==> config.mk <==
export PLATFORM = sky130hd
export DESIGN_NAME = serial_digit_adder
export DESIGN_NICKNAME = d
export VERILOG_FILES = /design/src/rtl/alu_pkg.sv /design/src/rtl/digit_adder.sv /design/src/rtl/half_adder.sv /design/src/rtl/serial_digit_adder.sv
export SDC_FILE = /design/constraint.sdc
export NUM_CORES = 1
export LEC_CHECK = 0
export ABC_AREA = 1
export CORE_MARGIN = 2
export CORE_UTILIZATION = 45
export CTS_BUF_LIST = sky130_fd_sc_hd__clkbuf_16
export DETAILED_ROUTE_END_ITERATION = 7
export PLACE_DENSITY = 0.86
export SLEW_MARGIN = 0
export SYNTH_ARGS = -nofsm -noshare
export SYNTH_HDL_FRONTEND = slang
export SYNTH_SLANG_ARGS = --single-unit
==> constraint.sdc <==
create_clock -name clk -period 2.2 [get_ports clk]
set_clock_uncertainty 0.05 [all_clocks]
set_input_delay 0.44 -clock clk [delete_from_list [all_inputs] [get_ports clk]]
set_output_delay 0.44 -clock clk [all_outputs]
set_load 0.02 [all_outputs]
==> src/rtl/alu_pkg.sv <==
// alu_pkg: shared types and sizing helpers for the digit-serial adder
//   sda_state_t  : FSM state encoding (IDLE, RUN, DONE)
//   sda_steps    : number of digit steps N = WIDTH/DIGIT
//   sda_cnt_w    : step counter width, $clog2(N)+1 so N-1 never wraps
package alu_pkg;

    typedef enum logic [1:0] {IDLE, RUN, DONE} sda_state_t;

    function automatic int sda_steps(input int width, input int digit);
        return width / digit;
    endfunction

    function automatic int sda_cnt_w(input int width, input int digit);
        return $clog2(width / digit) + 1;
    endfunction

endpackage

==> src/rtl/digit_adder.sv <==
// digit_adder: combinational DIGIT-bit ripple adder built from half-adder cells
//   i_x, i_y    : DIGIT-bit operands
//   i_ci        : carry in
//   o_s         : DIGIT-bit sum
//   o_co        : carry out of the top bit
//   o_c_msb_in  : carry into the top bit (feeds signed-overflow detection)
module digit_adder #(
    parameter int DIGIT = 4
) (
    input  logic [DIGIT-1:0] i_x,
    input  logic [DIGIT-1:0] i_y,
    input  logic             i_ci,
    output logic [DIGIT-1:0] o_s,
    output logic             o_co,
    output logic             o_c_msb_in
);

    logic [DIGIT:0]   w_c;
    logic [DIGIT-1:0] w_p;
    logic [DIGIT-1:0] w_g1;
    logic [DIGIT-1:0] w_g2;

    assign w_c[0] = i_ci;

    // Each full adder is two half adders; the two carries can never both be set.
    for (genvar g = 0; g < DIGIT; g++) begin : g_fa
        half_adder u_ha0 (.i_a(i_x[g]), .i_b(i_y[g]), .o_s(w_p[g]), .o_c(w_g1[g]));
        half_adder u_ha1 (.i_a(w_p[g]), .i_b(w_c[g]), .o_s(o_s[g]), .o_c(w_g2[g]));
        assign w_c[g+1] = w_g1[g] | w_g2[g];
    end

    assign o_co       = w_c[DIGIT];
    assign o_c_msb_in = w_c[DIGIT-1];

endmodule

==> src/rtl/half_adder.sv <==
// half_adder: one-bit half-adder cell
//   i_a, i_b : addend bits
//   o_s      : sum bit
//   o_c      : carry bit
module half_adder (
    input  logic i_a,
    input  logic i_b,
    output logic o_s,
    output logic o_c
);

    assign o_s = i_a ^ i_b;
    assign o_c = i_a & i_b;

endmodule

==> src/rtl/serial_digit_adder.sv <==
// serial_digit_adder: digit-serial add/subtract, DIGIT bits per cycle with a registered carry
//   clk, rst  : clock, synchronous active-high reset
//   i_start   : request, accepted in IDLE or DONE
//   i_sub     : 1 = a-b, 0 = a+b+cin
//   i_a, i_b  : WIDTH-bit operands
//   i_cin     : carry in (add mode only)
//   o_busy    : high while digits are being processed
//   o_done    : one-cycle result-valid pulse
//   o_sum     : result (partial while busy)
//   o_cout    : carry out of the MSB (1 = no borrow when subtracting)
//   o_ovf     : signed overflow
module serial_digit_adder
    import alu_pkg::*;
#(
    parameter int WIDTH = 32,
    parameter int DIGIT = 4
) (
    input  logic             clk,
    input  logic             rst,
    input  logic             i_start,
    input  logic             i_sub,
    input  logic [WIDTH-1:0] i_a,
    input  logic [WIDTH-1:0] i_b,
    input  logic             i_cin,
    output logic             o_busy,
    output logic             o_done,
    output logic [WIDTH-1:0] o_sum,
    output logic             o_cout,
    output logic             o_ovf
);

    localparam int N  = sda_steps(WIDTH, DIGIT);
    localparam int CW = sda_cnt_w(WIDTH, DIGIT);

    if ((DIGIT < 1) || (DIGIT > WIDTH) || (WIDTH % DIGIT != 0)) begin : g_bad_params
        $fatal(1, "serial_digit_adder: WIDTH must be a positive multiple of DIGIT");
    end

    sda_state_t       r_state;
    logic [WIDTH-1:0] r_a;
    logic [WIDTH-1:0] r_b;
    logic [WIDTH-1:0] r_sum;
    logic [CW-1:0]    r_cnt;
    logic             r_carry;
    logic             r_cout;
    logic             r_ovf;

    logic [DIGIT-1:0] w_s;
    logic             w_co;
    logic             w_c_msb;
    logic [WIDTH-1:0] w_sum_next;
    logic             w_last;

    digit_adder #(.DIGIT(DIGIT)) u_digit (
        .i_x        (r_a[DIGIT-1:0]),
        .i_y        (r_b[DIGIT-1:0]),
        .i_ci       (r_carry),
        .o_s        (w_s),
        .o_co       (w_co),
        .o_c_msb_in (w_c_msb)
    );

    // New digits enter at the MSB so after N steps the first digit lands at bit 0.
    if (N == 1) begin : g_sum_one
        assign w_sum_next = w_s;
    end else begin : g_sum_shift
        assign w_sum_next = {w_s, r_sum[WIDTH-1:DIGIT]};
    end

    assign w_last = (r_cnt == CW'(N - 1));

    always_ff @(posedge clk) begin
        if (rst) begin
            r_state <= IDLE;
            r_a     <= '0;
            r_b     <= '0;
            r_sum   <= '0;
            r_cnt   <= '0;
            r_carry <= 1'b0;
            r_cout  <= 1'b0;
            r_ovf   <= 1'b0;
        end else begin
            case (r_state)
                IDLE, DONE: begin
                    if (i_start) begin
                        r_state <= RUN;
                        r_a     <= i_a;
                        r_b     <= i_sub ? ~i_b : i_b;
                        r_carry <= i_sub | i_cin;
                        r_cnt   <= '0;
                        r_sum   <= '0;
                        r_cout  <= 1'b0;
                        r_ovf   <= 1'b0;
                    end else begin
                        r_state <= IDLE;
                    end
                end
                RUN: begin
                    r_a     <= r_a >> DIGIT;
                    r_b     <= r_b >> DIGIT;
                    r_sum   <= w_sum_next;
                    r_carry <= w_co;
                    r_cnt   <= r_cnt + CW'(1);
                    if (w_last) begin
                        r_cout  <= w_co;
                        r_ovf   <= w_c_msb ^ w_co;
                        r_state <= DONE;
                    end
                end
                default: r_state <= IDLE;
            endcase
        end
    end

    assign o_busy = (r_state == RUN);
    assign o_done = (r_state == DONE);
    assign o_sum  = r_sum;
    assign o_cout = r_cout;
    assign o_ovf  = r_ovf;

endmodule

**Run 1: the metal 1 layer**

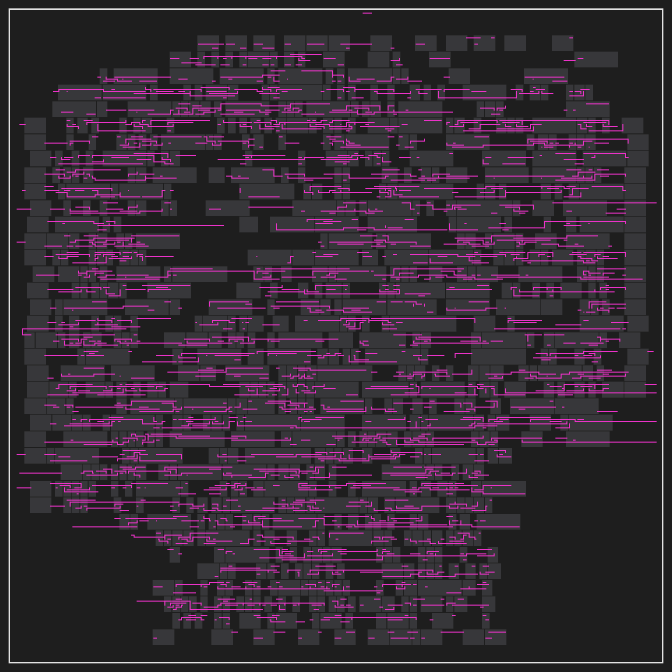
longest straight run: 29.4 um
wire length on this layer: 4750 um
nets with wire on the layer: 784

**Run 1: met2 routing**

The bar under the picture is 20 um long.
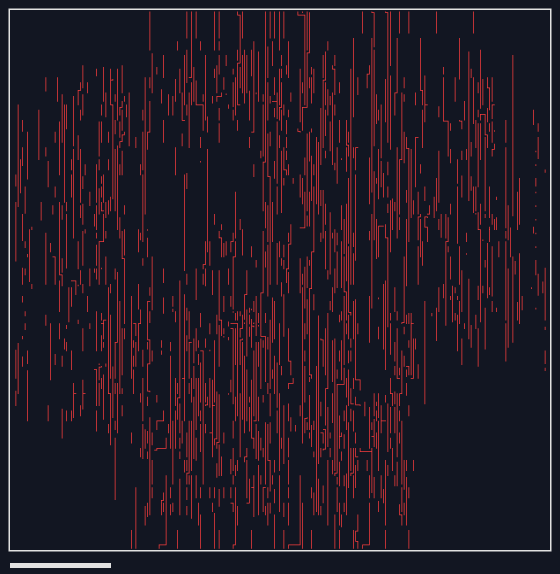
nets with wire on the layer: 668
longest straight run: 42.8 um
main direction: vertical
share of all routed wire: 51%

**Run 1: signal wires on met3**

The bar under the picture is 20 um long.
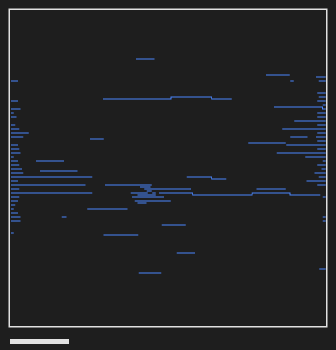
longest straight run: 27.4 um
wire length on this layer: 580 um
main direction: horizontal
nets with wire on the layer: 80
share of all routed wire: 5.3%

**Run 1: clock routing**

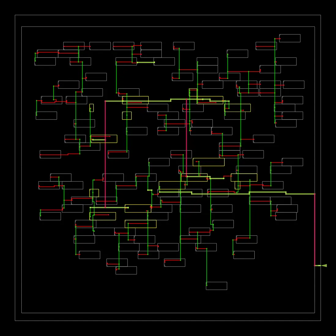
Flop Count: 105
Skew-Pair Late Insertion Delay: 340 ps
clock buf count: 9
TritonCTS buffer count: 9
power attributed to the clock group: 1.70 mW

==> GITHUB_STEP_SUMMARY, run 1 <==
### Yosys + OpenROAD results

| Metric | Value |
|---|---|
| Leading cell types by count after synthesis | `315 x sky130_fd_sc_hd__nand2_1, 105 x sky130_fd_sc_hd__dfxtp_1, 73 x sky130_fd_sc_hd__a21oi_1, 70 x sky130_fd_sc_hd__nand3_1, 55 x sky130_fd_sc_hd__inv_1` |
| Chip width | `about 110 um` |
| Final count of pins violating max slew | `0` |
| Starting DRC count in detailed routing | `roughly 240` |
| Total length of routed wires | `11.0 mm` |
| Syn Area/Cell | `around 6.6 sq um` |
| Synth Seq Share | `between 40% and 50%` |
| Vias after detailed routing | `4663` |
| Post-Syn Area | `0.00482 sq mm` |
| Power density of the placed cells | `between 600 and 700 mW/mm^2` |
| Cell-by-cell listing of the critical path | `fa_2 -> inv_2 -> fa_2 -> inv_2 -> fa_2 -> fa_2 -> nand2_1 -> inv_1 -> nor2_1 -> nand3_1 -> a21oi_2` |
| Number of max-cap violations | `0` |
| Design internal power | `approximately 3.3 mW` |
| Maximum clock frequency | `around 450 MHz` |
| Worst rel slew slack | `roughly 65%` |
| Number of levels in the clock H-tree | `3` |
| Violated checks | `negative setup slack` |
| Crit path buffers/inverters | `3` |
| Element type at the critical path start | `flop` |
| Transition at the pin with the smallest max-transition slack | `about 530 ps` |
| Asr flop ratio synth | `0%` |
| Top cells by area, synth | `sky130_fd_sc_hd__dfxtp_1 44%, sky130_fd_sc_hd__nand2_1 25%, sky130_fd_sc_hd__a21oi_1 7.6%` |
| Worst min-delay path class | `reg2reg` |
| Worst Slack Setup Final | `-40.1 ps` |
| Worst setup EP type | `flop` |
| Final min period | `around 2200 ps` |
| Flop pwr share | `between 40% and 50%` |
| Final HPWL DP | `about 7.2 mm` |
| Number of library cell types mapped by synthesis | `22` |
| Vias per cell | `between 4 and 5` |
| EDFF count, synth | `0` |
| Clock-pin slew on the worst setup and hold paths | `roughly 70 ps` |
| Proportion of power drawn by the clock network | `roughly two fifths` |
| Number of synthesized register bits | `roughly 110` |
| Gate family responsible for the most delay along the worst path | `adder cells` |
| Data required time at the worst endpoint | `between 2000 and 2500 ps` |
| Most frequent standard cell in the layout excluding fill and tap cells | `sky130_fd_sc_hd__nand2_1` |
| Net switching fraction of the power | `around a quarter` |
| TritonRoute pass-1 iters | `7` |
| N_diodes | `0` |
| Total number of clock tree sinks | `around 110` |
| Worst vdd ir | `about 0.45 mV` |
| Cell with the largest stage delay on the worst path | `sky130_fd_sc_hd__fa_2` |
| Wirelength per Cell | `between 10 and 15 um` |
| YS warnings | `0` |
| Initial antenna violation count | `0` |
| Setup violators final | `2` |
| Portion of total power attributed to combinational logic | `~15%` |
| FP Core Util | `a little under half` |
| Cell count after synthesis | `approximately 730` |
| Synth Net Count | `slightly above 800` |
| Share of post-route cells with drive strength above 1 | `6.58%` |
| Number of placement rows | `37` |
| Global-route wire length before repair | `around 19 mm` |
| Commonest cells after routing, fill and taps aside | `315 x sky130_fd_sc_hd__nand2_1, 103 x sky130_fd_sc_hd__clkdlybuf4s50_1, 103 x sky130_fd_sc_hd__dfxtp_1` |
| Cycle use final | `102%` |
| Via count of the first global-routing pass | `4346` |
| Post-route ant nets | `0` |
| Number of port buffers | `between 100 and 150` |
| Final weighted congestion in routability-driven placement | `0.765` |
| Outcome | `finished with violations` |
| Global route overflow | `0` |
| Net count reported at finish | `890` |
| Vertical die dimension | `107 um` |
| Yosys Chip Area | `approximately 0.0048 sq mm` |
| TritonCTS clock tree | `built` |
| Maximum root-to-sink buffer count | `2` |
| Hold violation total from the final report | `0` |
| Pin count of the biggest net entering global routing | `between 90 and 100` |
| Largest incremental delay on the critical path | `between 300 and 400 ps` |
| Hold buffer count at cts | `0` |
| Total Power | `around 4.4 mW` |
| Switching Power | `around 1.1 mW` |
| Yosys cell count | `about 730` |
| Root Buffer | `sky130_fd_sc_hd__clkbuf_16` |
| Floorplan die area | `between 0.01 and 0.015 sq mm` |
| Primary flip-flop cell chosen by synthesis mapping | `sky130_fd_sc_hd__dfxtp_1` |
| Unrepaired setup endpoints after global routing | `true` |
| P&R area growth vs syn | `31.6%` |
| Kind of critical path | `reg2reg` |
| Count leader, synth | `sky130_fd_sc_hd__nand2_1` |
| Global routing usage summed across all routing layers | `20.1%` |
| Worst Path Max Fanout | `4` |
| DRC violations left | `0` |
| Synth area leader | `sky130_fd_sc_hd__dfxtp_1` |
| Dominant cell type by count on the critical path | `sky130_fd_sc_hd__fa_2` |
| Data arrival time of the critical path | `2470 ps` |
| IO Count | `roughly 110` |
| Static leakage power | `slightly below 3 nW` |
| Utilization after layout | `61.1%` |
| Synth top area share | `43.6%` |
| Number of warnings the tools reported | `28` |
| Core footprint | `0.0104 sq mm` |
[run 1: area by class of cell]
type                            instances  area (sq um)
Sequential cell                       105          2100
Multi-Input combinational cell        524          2310
Fill cell                             962          4030
Clock inverter                          7          93.8
Inverter                               58           218
Tap cell                              136           170
Timing Repair Buffer                  118          1220
Clock buffer                            9           225
[run 1: layer usage]
metal  track usage (%)  routed length [um]  vias up
met4              4.49                  89        0
met1              24.0                4750     2104
met2              36.9                5560      122
met5                 0                   0        -
li1                  -                   -     2430
met3              4.42                 579        7
[run 1: sequential cells by signal (all words and copies together) (netlist names)]
name and count:
o_ovf 1, o_sum 32, r_b 32, r_cnt 4, o_cout 1, r_a 32
r_state 2, r_carry 1
[run 1: kinds of logic after synthesis]
family	share of synthesized area, %
AOI/OAI and AO/OA	8.16
xor gates and xnor gates	0.727
adders and majority gates	1.92
buffers and inverters	8.99
DFF	43.6
and+or+nand+nor	36.6
[run 1: worst reg2reg max path: cells and delay by family, from the launching register on]
kind / cells / cell delay [ps]
adder cells (fa/ha/maj): 4 / 1270
flip-flops: 1 / 340
AND/OR/NAND/NOR: 3 / 230
buffers and inverters: 3 / 140
AND-OR/OR-AND: 1 / 140
[run 1: timing repair]
action / 4_1_cts / 5_1_grt
setup endpoints to repair: 3 / 4
pin swaps: 4 / 6
resized: 4 / 4
buffers inserted: 2 / 1
[run 1: power groups by stage]
stage,clock (mW),sequential [mW],combinational [mW]
6_report,1.70,2.05,0.670
3_5_place_dp,0,2.10,0.668
2_1_floorplan,0,2.09,0.415
5_1_grt,1.80,2.07,0.765
4_1_cts,1.73,2.05,0.675
3_3_place_gp,0,2.09,0.659
[run 1: metrics by stage]
stage | hold slack (ps) | TNS, ps | worst slack (ps) | std cells | area [sq um]
finish | 416 | -74.2 | -40.1 | 957 | 6340
global route | 437 | -437 | -179 | 957 | 6340
CTS | 414 | -49.1 | -45.2 | 956 | 6320
detailed placement | 405 | -92.5 | -68.7 | 938 | 5980
global placement | 398 | -3.52 | -3.52 | 938 | 5980
floorplan | 390 | 0 | 30.9 | 734 | 4820
[run 1: path summary, 6_finish.rpt]
| kind | start | depth (start not counted) | to | slack [ps] |
|---|---|---|---|---|
| setup / recovery | r_b[0] | 11 | o_ovf | -40 |
| hold / removal | r_a[29] | 2 | r_a[29] | 420 |
| setup reg to reg | r_b[0] | 11 | o_ovf | -40 |
| hold reg to reg | r_a[29] | 2 | r_a[29] | 420 |
**Run 1: wire density map**

The bar under the picture is 20 um long. The die is cut into 21 by 21 equal tiles; dark purple is low, yellow is high, scaled to the fullest tile. Values are wire area over tile area, all layers added.
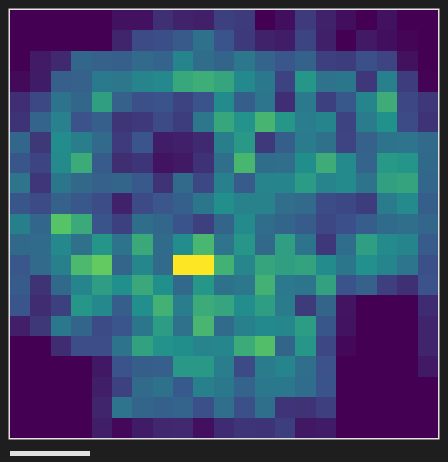

==> run 2, diff against run 1 <==
SYNTH_HIERARCHICAL = 1   (was unset)
**Run 2: wire density map**

The bar under the picture is 20 um long. The die is cut into 21 by 21 equal tiles; dark purple is low, yellow is high, scaled to the fullest tile. Values are wire area over tile area, all layers added.
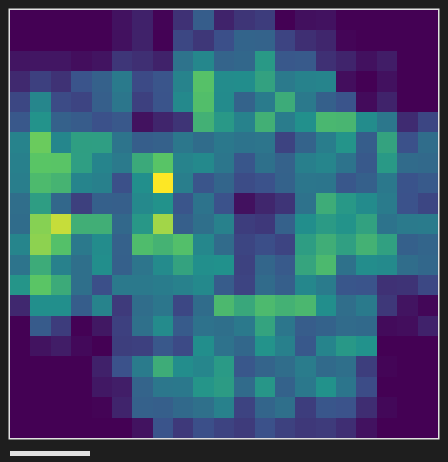
tiles over half the peak: 16%
nearly empty tiles: 15%
mean over tiles: 0.16
fullest tile: 0.55

**Run 2: signal wires on met3**

The bar under the picture is 20 um long.
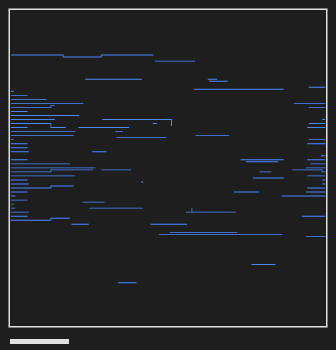
share of all routed wire: 7.6%
main direction: horizontal

==> GITHUB_STEP_SUMMARY, run 2 <==
### Yosys + OpenROAD results

| Metric | Value |
|---|---|
| Synth top area share | `44.3% (was 43.6%)` |
| Yosys cell count | `696 (was 734)` |
| Hold buffer count at cts | `0 (unchanged)` |
| Global-route wire length before repair | `19.2 mm (was 19.0 mm)` |
| TritonRoute pass-1 iters | `5 (was 7)` |
| Maximum clock frequency | `473 MHz (was 446 MHz)` |
| Initial antenna violation count | `0 (unchanged)` |
| Primary flip-flop cell chosen by synthesis mapping | `sky130_fd_sc_hd__dfxtp_1 (unchanged)` |
| P&R area growth vs syn | `31.2% (was 31.6%)` |
| Depth of the worst register-to-register path | `16 (was 11)` |
| Via count of the first global-routing pass | `4085 (was 4346)` |
| Synth Net Count | `774 (was 808)` |
| Global route overflow | `0 (unchanged)` |
| Gate family responsible for the most delay along the worst path | `adder cells (unchanged)` |
| FP Core Util | `46.2% (was 46.4%)` |
| Starting DRC count in detailed routing | `229 (was 237)` |
| Chip width | `107 um (about the same)` |
| Maximum root-to-sink buffer count | `2 (unchanged)` |
| EDFF count, synth | `0 (unchanged)` |
| Met2 wirelength from detailed routing | `5.50 mm (was 5.56 mm)` |
| Final weighted congestion in routability-driven placement | `0.791 (was 0.765)` |
| Root Buffer | `sky130_fd_sc_hd__clkbuf_16 (unchanged)` |
| Number of library cell types mapped by synthesis | `22 (unchanged)` |
| Min-Delay Endpoint | `r_b[31] (was r_a[29])` |
| Worst hold path cell count | `2 (unchanged)` |
| Worst min-delay path class | `reg2reg (unchanged)` |
| Clock-pin slew on the worst setup and hold paths | `70 ps (about the same)` |
| Largest incremental delay on the critical path | `340 ps (was 380 ps)` |
| Final count of pins violating max slew | `0 (unchanged)` |
| Data arrival time of the critical path | `2290 ps (was 2470 ps)` |
| Total Power | `4.31 mW (was 4.42 mW)` |
| Number of port buffers | `104 (unchanged)` |
| Yosys Chip Area | `0.00474 sq mm (was 0.00482 sq mm)` |
| Number of warnings the tools reported | `26 (was 28)` |
| Number of synthesized register bits | `105 (unchanged)` |
| Worst rel slew slack | `49.7% (was 64.8%)` |
| Crit path buffers/inverters | `4 (was 3)` |
| Pin count of the biggest net entering global routing | `66 (was 94)` |
| Launch instance of the worst register-to-register path | `r_a[0] (was r_b[0])` |
| Core footprint | `0.0103 sq mm (was 0.0104 sq mm)` |
| FILL cells | `962 (unchanged)` |
| Cell with the largest stage delay on the worst path | `sky130_fd_sc_hd__dfxtp_2 (was sky130_fd_sc_hd__fa_2)` |
| Synth area leader | `sky130_fd_sc_hd__dfxtp_1 (unchanged)` |
| Final min period | `2110 ps (was 2240 ps)` |
| Skew-Pair Late Insertion Delay | `340 ps (about the same)` |
| Number of placement rows | `37 (unchanged)` |
| Most frequent standard cell in the layout excluding fill and tap cells | `sky130_fd_sc_hd__nand2_1 (unchanged)` |
| Worst setup EP type | `flop (unchanged)` |
| Floorplan die area | `0.0114 sq mm (was 0.0115 sq mm)` |
| Asr flop ratio synth | `0% (unchanged)` |
| Power density of the placed cells | `693 mW/mm^2 (was 698 mW/mm^2)` |
| Setup TNS | `0 ps (was -74.2 ps)` |
| Top cells by area, synth | `sky130_fd_sc_hd__dfxtp_1 44%, sky130_fd_sc_hd__nand2_1 20%, sky130_fd_sc_hd__nand3_1 6.9% (was sky130_fd_sc_hd__dfxtp_1 44%, sky130_fd_sc_hd__nand2_1 25%, sky130_fd_sc_hd__a21oi_1 7.6%)` |
| Dominant cell type by count on the critical path | `sky130_fd_sc_hd__inv_2 (was sky130_fd_sc_hd__fa_2)` |
| Worst Path Max Fanout | `3 (was 4)` |
| Cell count after synthesis | `696 (was 734)` |
| Commonest cells after routing, fill and taps aside | `254 x sky130_fd_sc_hd__nand2_1, 103 x sky130_fd_sc_hd__dfxtp_1, 101 x sky130_fd_sc_hd__clkdlybuf4s50_1 (was 315 x sky130_fd_sc_hd__nand2_1, 103 x sky130_fd_sc_hd__clkdlybuf4s50_1, 103 x sky130_fd_sc_hd__dfxtp_1)` |
| DRC violations left | `0 (unchanged)` |
| Top routing layer used | `met4 (unchanged)` |
| Post-route ant nets | `0 (unchanged)` |
| Cycle use final | `96.1% (was 102%)` |
| Element type at the critical path start | `flop (unchanged)` |
| Number of levels in the clock H-tree | `3 (unchanged)` |
| Synth Seq Share | `44.3% (was 43.6%)` |
| Syn Area/Cell | `6.82 sq um (was 6.56 sq um)` |
| Worst flop-to-flop path endpoint | `o_ovf (unchanged)` |
| IO Count | `105 (unchanged)` |
| Slack of the worst reg-to-reg path | `90 ps (was -40 ps)` |
| Start point of the worst hold path | `r_b[31] (was r_a[29])` |
| Vertical die dimension | `107 um (about the same)` |
| Static leakage power | `2.79 nW (was 2.88 nW)` |
| Total number of clock tree sinks | `105 (unchanged)` |
| Share of post-route cells with drive strength above 1 | `6.91% (was 6.58%)` |
| Utilization after layout | `60.5% (was 61.1%)` |
| Wirelength per Cell | `12.6 um (was 11.5 um)` |
| Vias after detailed routing | `4503 (was 4663)` |
| Hold violation total from the final report | `0 (unchanged)` |
| Data required time at the worst endpoint | `2380 ps (was 2430 ps)` |
| Count leader, synth | `sky130_fd_sc_hd__nand2_1 (unchanged)` |
| Transition at the pin with the smallest max-transition slack | `753 ps (was 527 ps)` |
| N_diodes | `0 (unchanged)` |
| Post-Syn Area | `0.00474 sq mm (was 0.00482 sq mm)` |
| Routed metal-1 wire length | `5.13 mm (was 4.75 mm)` |
| Number of max-cap violations | `0 (unchanged)` |
| Leading cell types by count after synthesis | `259 x sky130_fd_sc_hd__nand2_1, 105 x sky130_fd_sc_hd__dfxtp_1, 73 x sky130_fd_sc_hd__nor2_1, 65 x sky130_fd_sc_hd__nand3_1, 45 x sky130_fd_sc_hd__a21oi_1 (was 315 x sky130_fd_sc_hd__nand2_1, 105 x sky130_fd_sc_hd__dfxtp_1, 73 x sky130_fd_sc_hd__a21oi_1, 70 x sky130_fd_sc_hd__nand3_1, 55 x sky130_fd_sc_hd__inv_1)` |
| Kind of critical path | `reg2reg (unchanged)` |
| Global routing usage summed across all routing layers | `20.8% (was 20.1%)` |
| Cell-by-cell listing of the critical path | `ha_4 -> ha_4 -> inv_2 -> nand2_2 -> ha_2 -> inv_2 -> nand2_2 -> ha_2 -> inv_2 -> nand2_4 -> ha_4 -> inv_2 -> nand2_2 -> xor2_1 -> nand2_1 -> nand2_1 (was fa_2 -> inv_2 -> fa_2 -> inv_2 -> fa_2 -> fa_2 -> nand2_1 -> inv_1 -> nor2_1 -> nand3_1 -> a21oi_2)` |
| Outcome | `completed (was finished with violations)` |
| Vias per cell | `4.91 (was 4.87)` |
| Setup violators final | `0 (was 2)` |
| Total length of routed wires | `11.6 mm (was 11.0 mm)` |
| Amount of wire on met3 after detailed routing | `876 um (was 579 um)` |
| Worst vdd ir | `0.410 mV (was 0.455 mV)` |
| TritonCTS buffer count | `9 (unchanged)` |
| Final HPWL DP | `7.40 mm (was 7.24 mm)` |
| Net count reported at finish | `855 (was 890)` |
| YS warnings | `6 (was 0)` |
| TritonCTS clock tree | `built (unchanged)` |
## run 2: cell count changes after synthesis, sizes merged, moves of 2 or more
cell,previous run,this run
a21oi,73,45
buf,30,32
clkbuf,17,14
fa,4,0
ha,1,9
inv,57,42
nand2,316,260
nand3,70,65
nor2,40,75
o21ai,4,12
o22ai,0,20
or2,11,2
xor2,4,12
## run 2: worst reg2reg max path, delay by kind of cell, from the launching register on
| family | cells | cell delay [ps] |
|---|---|---|
| xor gates and xnor gates | 1 | 160 |
| adders and majority gates | 5 | 910 |
| buffers and inverters | 4 | 200 |
| DFF | 1 | 340 |
| and+or+nand+nor | 6 | 340 |
## run 2: cell type report
class | count | area [sq um] | area share, %
timing repair buffer | 116 | 1170 | 18.9
clock inverter | 7 | 71.3 | 1.15
clock buffer | 9 | 225 | 3.62
sequential | 105 | 2100 | 33.8
tap | 136 | 170 | 2.73
inverter | 43 | 161 | 2.59
multi-input combinational | 502 | 2320 | 37.2
## run 2: what timing repair did
action / CTS / global route
setup buffers: 0 / 2
pin swaps: 1 / 11
gates resized: 6 / 14
setup endpoints to repair: 2 / 3
cloned: 0 / 0
## run 2: kinds of logic after synthesis
kind of cell             synth area share (%)
AND-OR/OR-AND                            8.65
XOR/XNOR                                 2.22
adder cells (fa/ha/maj)                  2.37
buffers and inverters                    8.28
flip-flops                               44.3
AND/OR/NAND/NOR                          34.2
## run 2: per-stage QoR
step                      setup WS [ps]  instance area [sq um]  instances  hold WS [ps]
after CTS                          44.8                   6170        916           418
after detailed placement          -19.3                   5850        900           405
final                              85.5                   6220        918           413
after floorplan                     140                   4740        696           389
after global routing              -23.4                   6220        918           431
after global placement             68.7                   5850        900           398
## run 2: worst max path at each step
stage | startpoint | end | slack, ps | cells after the start
final | r_a[0] | o_ovf | 90 | 16
after global routing | r_a[0] | r_carry | -20 | 17
after CTS | r_a[0] | o_ovf | 40 | 16
after detailed placement | r_a[0] | o_ovf | -20 | 16
after global placement | r_a[0] | o_ovf | 70 | 16
after floorplan | r_a[0] | o_ovf | 140 | 16
## run 2: report_power, final
group	total [mW]	switching [mW]	internal (mW)
Sequential	2.06	0.0585	2.00
Clock	1.57	0.769	0.802
Combinational	0.682	0.382	0.300
Total	4.31	1.21	3.10
## run 2: routing by layer
layer,track usage (%),vias to the layer above
met5,0,-
met4,3.53,0
met3,6.93,8
met2,33.5,118
met1,27.6,2017
li1,-,2360
No activity file was given, so power comes from the tool's default toggle rates.
